===== config.mk =====
export PLATFORM = sky130hd
export DESIGN_NAME = aes_round_ctrl
export DESIGN_NICKNAME = d
export VERILOG_FILES = /design/src/rtl/aes_pkg.sv /design/src/rtl/aes_round_ctrl.sv
export SDC_FILE = /design/constraint.sdc
export NUM_CORES = 1
export LEC_CHECK = 0
export ABC_CLOCK_PERIOD_IN_PS = 2100
export CAP_MARGIN = 20
export CORE_MARGIN = 1.5
export CORE_UTILIZATION = 53
export CTS_CLUSTER_DIAMETER = 80
export DETAILED_ROUTE_END_ITERATION = 8
export HOLD_SLACK_MARGIN = 0.05
export PLACE_DENSITY = 0.82
export RECOVER_POWER = 100
export SKIP_LAST_GASP = 1
export SYNTH_ARGS = -nofsm -noshare
export SYNTH_HDL_FRONTEND = slang
export SYNTH_SLANG_ARGS = --single-unit

===== constraint.sdc =====
create_clock -name clk -period 2.1 [get_ports clk]
set_clock_uncertainty 0.1 [all_clocks]
set_input_delay 0.63 -clock clk [delete_from_list [all_inputs] [get_ports clk]]
set_output_delay 0.63 -clock clk [all_outputs]
set_load 0.005 [all_outputs]

===== src/rtl/aes_pkg.sv =====
// Shared definitions for the AES round sequencer: state encoding, round modes,
// key-length codes, default round counts and the registered control bundle.
package aes_pkg;

  typedef enum logic [2:0] {
    S_IDLE  = 3'd0,
    S_INIT  = 3'd1,
    S_ROUND = 3'd2,
    S_FINAL = 3'd3,
    S_DONE  = 3'd4
  } state_e;

  localparam logic [1:0] MODE_INIT  = 2'b11;
  localparam logic [1:0] MODE_ROUND = 2'b00;
  localparam logic [1:0] MODE_FINAL = 2'b10;

  localparam logic [1:0] KEYLEN_128 = 2'b00;
  localparam logic [1:0] KEYLEN_192 = 2'b01;
  localparam logic [1:0] KEYLEN_256 = 2'b10;
  localparam logic [1:0] KEYLEN_BAD = 2'b11;

  localparam int NR_128 = 10;
  localparam int NR_192 = 12;
  localparam int NR_256 = 14;

  // Single-bit controls plus mode; round_idx is kept apart since its width is a parameter.
  typedef struct packed {
    logic       ready;
    logic       busy;
    logic       d_en;
    logic       k_en;
    logic       key_sel;
    logic       core_reset;
    logic [1:0] mode;
    logic       done;
    logic       err;
  } ctl_t;

  localparam ctl_t CTL_IDLE = '{ready: 1'b1, busy: 1'b0, d_en: 1'b0, k_en: 1'b0,
                                key_sel: 1'b0, core_reset: 1'b1, mode: MODE_INIT,
                                done: 1'b0, err: 1'b0};
  localparam ctl_t CTL_BUSY = '{ready: 1'b0, busy: 1'b1, d_en: 1'b0, k_en: 1'b0,
                                key_sel: 1'b0, core_reset: 1'b0, mode: MODE_ROUND,
                                done: 1'b0, err: 1'b0};

endpackage


===== src/rtl/aes_round_ctrl.sv =====
// AES-128/192/256 round sequencer, encrypt or decrypt, one round per clock.
// Every output is a flop; next values are computed alongside the next state.
module aes_round_ctrl #(
  parameter int NR_128 = aes_pkg::NR_128,
  parameter int NR_192 = aes_pkg::NR_192,
  parameter int NR_256 = aes_pkg::NR_256,
  parameter int IDX_W  = 4
) (
  input  logic             clk,
  input  logic             reset_n,
  input  logic             start,
  input  logic [1:0]       key_len,
  input  logic             decrypt,
  input  logic             stall,
  output logic             ready,
  output logic             busy,
  output logic             d_en,
  output logic             k_en,
  output logic             key_sel,
  output logic             core_reset,
  output logic [1:0]       mode,
  output logic [IDX_W-1:0] round_idx,
  output logic             done,
  output logic             err
);
  import aes_pkg::*;

  if (NR_256 > (2**IDX_W) - 1 || NR_192 > (2**IDX_W) - 1 || NR_128 > (2**IDX_W) - 1) begin : g_idx_chk
    $error("aes_round_ctrl: IDX_W too narrow for round count");
  end

  function automatic logic [IDX_W-1:0] nr_of(input logic [1:0] kl);
    case (kl)
      KEYLEN_192: nr_of = IDX_W'(NR_192);
      KEYLEN_256: nr_of = IDX_W'(NR_256);
      default:    nr_of = IDX_W'(NR_128);
    endcase
  endfunction

  state_e           state_q, state_d;
  logic [1:0]       kl_q, kl_d;
  logic             dec_q, dec_d;
  ctl_t             ctl_q, ctl_d;
  logic [IDX_W-1:0] idx_q, idx_d;
  logic [IDX_W-1:0] nr_q;
  logic             long_key;
  logic             last_round;

  assign nr_q       = nr_of(kl_q);
  assign long_key   = (kl_q != KEYLEN_128);
  assign last_round = dec_q ? (idx_q == IDX_W'(1)) : (idx_q == nr_q - IDX_W'(1));

  always_comb begin
    state_d = state_q;
    kl_d    = kl_q;
    dec_d   = dec_q;
    ctl_d   = ctl_q;
    idx_d   = idx_q;
    // stall leaves every register untouched, so a frozen done still reads as one pulse
    if (!stall) begin
      ctl_d = CTL_BUSY;
      case (state_q)
        S_IDLE: begin
          ctl_d = CTL_IDLE;
          idx_d = '0;
          if (start && key_len == KEYLEN_BAD) begin
            ctl_d.err = 1'b1;
          end else if (start) begin
            state_d       = S_INIT;
            kl_d          = key_len;
            dec_d         = decrypt;
            ctl_d         = CTL_BUSY;
            ctl_d.d_en    = 1'b1;
            ctl_d.k_en    = 1'b1;
            ctl_d.key_sel = (key_len != KEYLEN_128);
            ctl_d.mode    = MODE_INIT;
            idx_d         = decrypt ? nr_of(key_len) : '0;
          end
        end
        S_INIT: begin
          // 192/256 load the upper key half on the first full round
          state_d       = S_ROUND;
          ctl_d.k_en    = long_key;
          ctl_d.key_sel = long_key;
          idx_d         = dec_q ? nr_q - IDX_W'(1) : IDX_W'(1);
        end
        S_ROUND: begin
          if (last_round) begin
            state_d    = S_FINAL;
            ctl_d.mode = MODE_FINAL;
            idx_d      = dec_q ? '0 : nr_q;
          end else begin
            idx_d = dec_q ? idx_q - IDX_W'(1) : idx_q + IDX_W'(1);
          end
        end
        S_FINAL: begin
          state_d    = S_DONE;
          ctl_d.done = 1'b1;
          ctl_d.mode = MODE_INIT;
        end
        S_DONE: begin
          state_d = S_IDLE;
          ctl_d   = CTL_IDLE;
          idx_d   = '0;
        end
        default: begin
          state_d = S_IDLE;
          ctl_d   = CTL_IDLE;
          idx_d   = '0;
        end
      endcase
    end
  end

  always_ff @(posedge clk or negedge reset_n) begin
    if (!reset_n) begin
      state_q <= S_IDLE;
      kl_q    <= KEYLEN_128;
      dec_q   <= 1'b0;
      ctl_q   <= CTL_IDLE;
      idx_q   <= '0;
    end else begin
      state_q <= state_d;
      kl_q    <= kl_d;
      dec_q   <= dec_d;
      ctl_q   <= ctl_d;
      idx_q   <= idx_d;
    end
  end

  assign ready      = ctl_q.ready;
  assign busy       = ctl_q.busy;
  assign d_en       = ctl_q.d_en;
  assign k_en       = ctl_q.k_en;
  assign key_sel    = ctl_q.key_sel;
  assign core_reset = ctl_q.core_reset;
  assign mode       = ctl_q.mode;
  assign round_idx  = idx_q;
  assign done       = ctl_q.done;
  assign err        = ctl_q.err;

endmodule


==> results.yml, run 1 <==
# flow metrics
run_status:
  run_status: "completed"
layout:
  buffers: 33
  n_antenna_cell: 0
  fin_nets: 191
  clock_buffers: 3
  area_dominant_class: "multi-input combinational cells"
  ff_count: 19
power:
  comb-power_mw: 1.14
  switching_power_uw: 899
  pwr-share-clk: 0.091
  p_leak_nw: 0.767
  power-top-group: "combinational logic"
  p_clk_uw: 191
  p_seq_uw: 761
  worst_ir_drop_vdd_mv: 0.871
route:
  first_iter_violations: 29
  ant_nets: 0
  met2_length_microns: 1500
  drc: 0
  firstDrtPassIters: 4
  routed.top_layer: "met4"
worst_setup_path:
  critPathBufInv: 1
  crit_family: "buffers and inverters"
  worstSetupEndpointType: "output pin"
  r2r_end: "round_idx[2]"
  crit_required_ns: 1.37
  endpoint: "round_idx[0]"
  arrival_ns: 1.30
sta:
  hold_slack_ns: 0.373
  fin_crit_ns: 2.03
  setup_viol: 0
  hold_viol: 0
grt:
  use_met1: 0.308
  grt_pass1_vias: 1110
  antenna_found_initial: 0
  overflow: 0
yosys:
  common_cells: "16 x dfrtp_1, 14 x inv_1, 14 x nand2_1"
  synth_cell_type_count: 50
  netlist_area_sq_um: 1350
  synth_top_area_share: 0.297
  yosys-stat-cells: 146
  synth_dominant_cell_count: "dfrtp_1"
  yosys_area_sq_um: 1350
  syn_nets: 163
  yosys.area.top_type: "dfrtp_1"
  syn_inst: 146
floorplan:
  nWellTaps: 30
  initCoreUtil: 0.554
  core_sq_um: 2430
  die_h_microns: 53.4
flow_run:
  cap_violations: 0
  tool_warnings: 33
placement:
  dp_hpwl_microns: 2230
  place_area_sq_um: 1620
hold_path:
  hp-class: "reg -> reg"
  hold_path_depth: 2
clock_network:
  cts_tree: "done"
  cts-hold-fix-buffers: 0
  clock_path_buffers: 2
  path_clk_slew_ns: 0.12
run 1: cell families after synthesis:
kind of cell,count (synthesis),share of synthesized area
adders and majority gates,10,0.0929
buffers and inverters,24,0.0836
muxes,3,0.0241
and+or+nand+nor,48,0.210
DFF,19,0.356
AOI/OAI and AO/OA,35,0.188
xor gates and xnor gates,7,0.0455
run 1: cells in the final DEF, fill, tap and decap left out, types with 2 or more instances in the layout:
cell | netlist | layout
nor3_1 | 2 | 2
nor2_1 | 8 | 8
mux2_2 | 2 | 2
clkdlybuf4s25_1 | 0 | 3
a31oi_1 | 3 | 3
a221oi_2 | 2 | 2
buf_4 | 2 | 9
xor2_1 | 3 | 3
dfrtp_1 | 16 | 14
nand2_1 | 14 | 14
nand4_1 | 2 | 2
nand3_1 | 3 | 3
clkbuf_1 | 0 | 2
nor2b_1 | 2 | 2
nor4_1 | 2 | 2
inv_1 | 14 | 14
ha_1 | 10 | 9
nand2b_1 | 3 | 3
o21ai_0 | 9 | 9
a21o_1 | 2 | 2
xnor2_1 | 4 | 4
and3b_1 | 2 | 2
a21oi_1 | 4 | 4
clkbuf_4 | 0 | 4
dfrtp_2 | 0 | 2
dlygate4sd3_1 | 0 | 10
clkdlybuf4s50_1 | 0 | 6
dfstp_2 | 3 | 2
a211oi_1 | 2 | 2
run 1: flip-flops by register name (all words and copies together), names as in the netlist:
| name | count |
|---|---|
| busy | 1 |
| d_en | 1 |
| dec_q | 1 |
| done | 1 |
| err | 1 |
| k_en | 1 |
| key_sel | 1 |
| kl_q | 2 |
| mode | 2 |
| ready | 1 |
| round_idx | 4 |
| state_q | 3 |
run 1: timing repair:
action / 4_1_cts / 5_1_grt
gates resized: 1 / 7
pin swaps: 0 / 0
setup endpoints to repair: 1 / 7
setup buffers: 0 / 0
run_1/m2.png
Scale: 4 px per micron. Cells faint in the background.
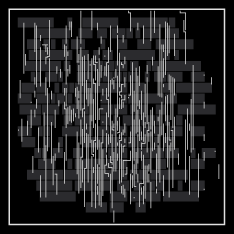
longest straight run: 27.5 microns
share of all routed wire: 48%
main direction: vertical
wire length on this layer: 1500 microns
GR Layer Usage met2: 0.407
detailed-route wire length: 3100 microns

run_1/congestion_map.png
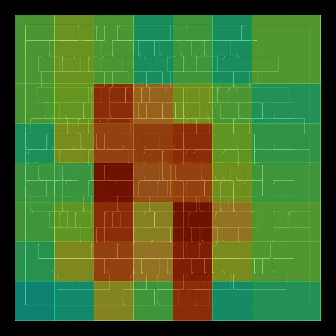
grt met3 use: 0.0339
Total Routing Usage GR: 0.244
DR WL/cell: 15.3 microns

run_1/sizing.png
Scale: 10 px per micron.
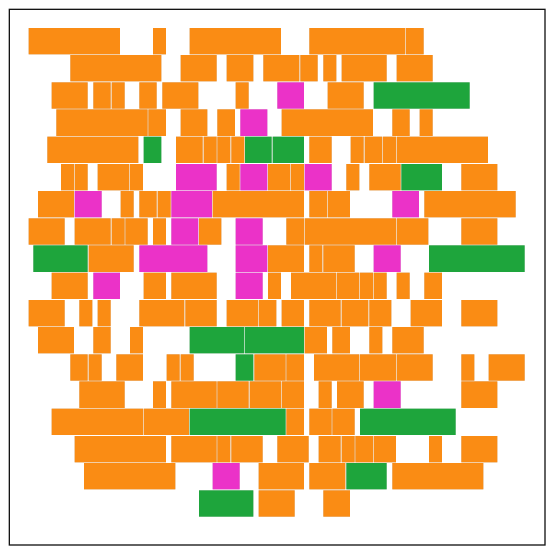
| color | size | cells | share |
|---|---|---|---|
| orange | x1 and smaller | 142 | 82% |
| green | x2 | 14 | 8.1% |
| magenta | x3 and x4 | 17 | 9.8% |
Finished Cell Area: 1650 sq um
min setup slack post-route: 0.0701 ns

run_1/m3.png
Scale: 4 px per micron.
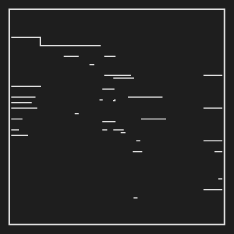

==> run 1 -> run 2 <==
--- a/config.mk
+++ b/config.mk
@@ -11,9 +11,10 @@
 export CORE_UTILIZATION = 53
 export CTS_CLUSTER_DIAMETER = 80
 export DETAILED_ROUTE_END_ITERATION = 8
-export HOLD_SLACK_MARGIN = 0.05
+export HOLD_SLACK_MARGIN = 0.03
 export PLACE_DENSITY = 0.82
 export RECOVER_POWER = 100
+export SETUP_SLACK_MARGIN = 0.4
 export SKIP_LAST_GASP = 1
 export SYNTH_ARGS = -nofsm -noshare
 export SYNTH_HDL_FRONTEND = slang
run_2/m3.png
Scale: 4 px per micron.
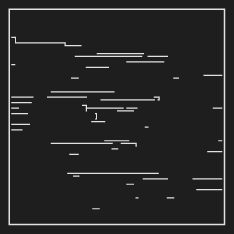
main direction: horizontal
nets with wire on the layer: 35
wire length on this layer: 245 microns
longest straight run: 22.5 microns
share of all routed wire: 6.0%
overall via count from detail_route: 1321
grt met3 use: 0.0282
detailed-route wire length: 4080 microns

==> run 2 against run 1 <==
Critical path depth rose by 1. Fmax rose by 10%. Wire length rose by 32%. Die area did not move. Register-to-register slack improved by 0.12 ns. Count of clock-buffer cells in the layout did not move. Worst hold slack improved by 0.017 ns. Total power rose by 22%. Synthesized cell count did not move. Via count rose by 10%. Non-clock buffer count rose by 19. Critical endpoint is now core_reset. Largest cell class unchanged. Largest power group unchanged.
==> results.yml, run 2 <==
# flow metrics
run_status:
  run_status: "completed"
sta:
  tightest_slew_ns: 0.566
  drv_slew: 0
  setup_slack_ns: 0.260
  fin_crit_ns: 1.84
  fmax_ghz: 0.543
  hold_viol: 0
  setup_viol: 0
  slew_headroom: 0.619
  hold_slack_ns: 0.390
  finalCritPeriodShare: 0.876
yosys:
  ys_seq_share: 0.356
  synthTopLogicFamily: "simple AND/OR/NAND/NOR gates"
  synth_cell_type_count: 50
  synth_dominant_cell_count: "dfrtp_1"
  synth_top_area_share: 0.297
  syn_inst: 146
  yosys.area.top_type: "dfrtp_1"
  edf_count: 0
  yosys.area_share.aoi: 0.188
  synth_warnings: 0
  netlist_area_sq_um: 1350
  syn_nets: 163
  simple_gate_share: 0.210
  fa_ha_area_frac: 0.0929
  synth-xor-area-share: 0.0455
  common_cells: "16 x dfrtp_1, 14 x inv_1, 14 x nand2_1"
  synth-main-ff-cell: "dfrtp_1"
  ys_sh_mux: 0.0241
  yosys_area_sq_um: 1350
  yosys-stat-cells: 146
layout:
  final_common_cell: "buf_4"
  fin_nets: 210
  layout_top_cells: "24 x buf_4, 14 x nand2_1, 12 x inv_1, 12 x dfrtp_1, 9 x o21ai_0"
  n_antenna_cell: 0
  largest_register_ffs: 4
  fin_area_sq_um: 1860
worst_setup_path:
  arrival_ns: 1.11
  crit_required_ns: 1.37
  r2r_end: "round_idx[0]"
  r2r_start: "kl_q[1]"
  worstSetupEndpointType: "output pin"
  path_cells: "clkbuf_1 > buf_6"
  cpMaxStageDelayCell: "dfstp_1"
  crit_fanout: 2
route:
  wire_per_inst_microns: 18.4
  first_iter_violations: 61
  firstDrtPassIters: 4
  ant_nets: 0
  avgViaCountPerCell: 5.95
  drc: 0
clock_network:
  cts_tree: "done"
  path_clk_slew_ns: 0.12
  clock_sinks: 19
  root_buffer: "clkbuf_4"
  cts-hold-fix-buffers: 0
  clock_latency_ns: 0.32
  clock_path_buffers: 2
grt:
  overflow: 0
  antenna_found_initial: 0
  grt_pass1_vias: 1227
  grt.total_usage: 0.271
floorplan:
  pin_count: 21
  core_sq_um: 2430
  initCoreUtil: 0.554
  die_h_microns: 53.4
placement:
  dp_slack_ns: -0.213
  place_area_sq_um: 1640
  dp_hpwl_microns: 2310
power:
  sw_frac_of_total: 0.438
  internal_power_mw: 1.44
  worst_ir_drop_vdd_mv: 1.04
  switching_power_mw: 1.12
  p_leak_nw: 0.842
  pwr-share-clk: 0.079
  combinationalPowerShare: 0.636
hold_path:
  hp-class: "reg -> reg"
  hold_path_depth: 1
flow_run:
  tool_warnings: 36
  cap_violations: 0
run 2: netlist changes by cell type in the layout (fill, tap and decap cells not counted), sizes merged, moves of 2 or more:
cell	delta
clkbuf	+6
dlygate4sd2	+2
clkdlybuf4s25	+5
clkdlybuf4s50	-5
buf	+21
dlygate4sd3	-9
run 2: area by class of cell:
type                    instances  area (sq um)
repair buffers                 52           409
well taps                      30          37.5
flip-flops and latches         19           484
clock inverters                 1          5.00
multi-input cells             103           846
fillers                       173           576
inverters                      14          52.6
clock buffers                   3          22.5
run 2: power by group through the flow:
stage          clock, mW  sequential (mW)  combinational, mW
2_1_floorplan          0            0.656              0.840
3_3_place_gp           0            0.748               1.11
3_5_place_dp           0            0.762               1.16
5_1_grt            0.218            0.753               1.74
6_report           0.203            0.730               1.63
4_1_cts            0.207            0.720               1.28
run 2: critical path: cells and delay by family (launching register included):
kind	cells	cell delay, ns
buf+inv	2	0.25
flops	1	0.55
run 2: what timing repair did:
action	CTS	global route
buffers inserted	8	10
hold endpoints to repair	0	0
pin swaps	6	9
setup endpoints to repair	28	14
gates resized	51	28
cloned	1	0
run 2: layer usage:
layer  GRT usage  vias up  routed length, microns
li1            -      606                       -
met1       0.339      636                    1610
met2       0.459       67                    2090
met3      0.0282       12                     245
met4       0.132        0                     142
met5           0        -                       0
run 2: worst max path at each step:
stage                          start            to  slack [ns]  cells after the start
after floorplan           key_len[0]  round_idx[3]        0.33                      5
after global placement    key_len[0]  round_idx[1]       -0.16                      7
after detailed placement  key_len[1]  round_idx[3]       -0.21                      6
after CTS                      ready    core_reset        0.32                      2
after global routing         kl_q[1]  round_idx[0]        0.17                      6
final                          ready    core_reset        0.26                      2
Power and IR drop assume default switching activity.
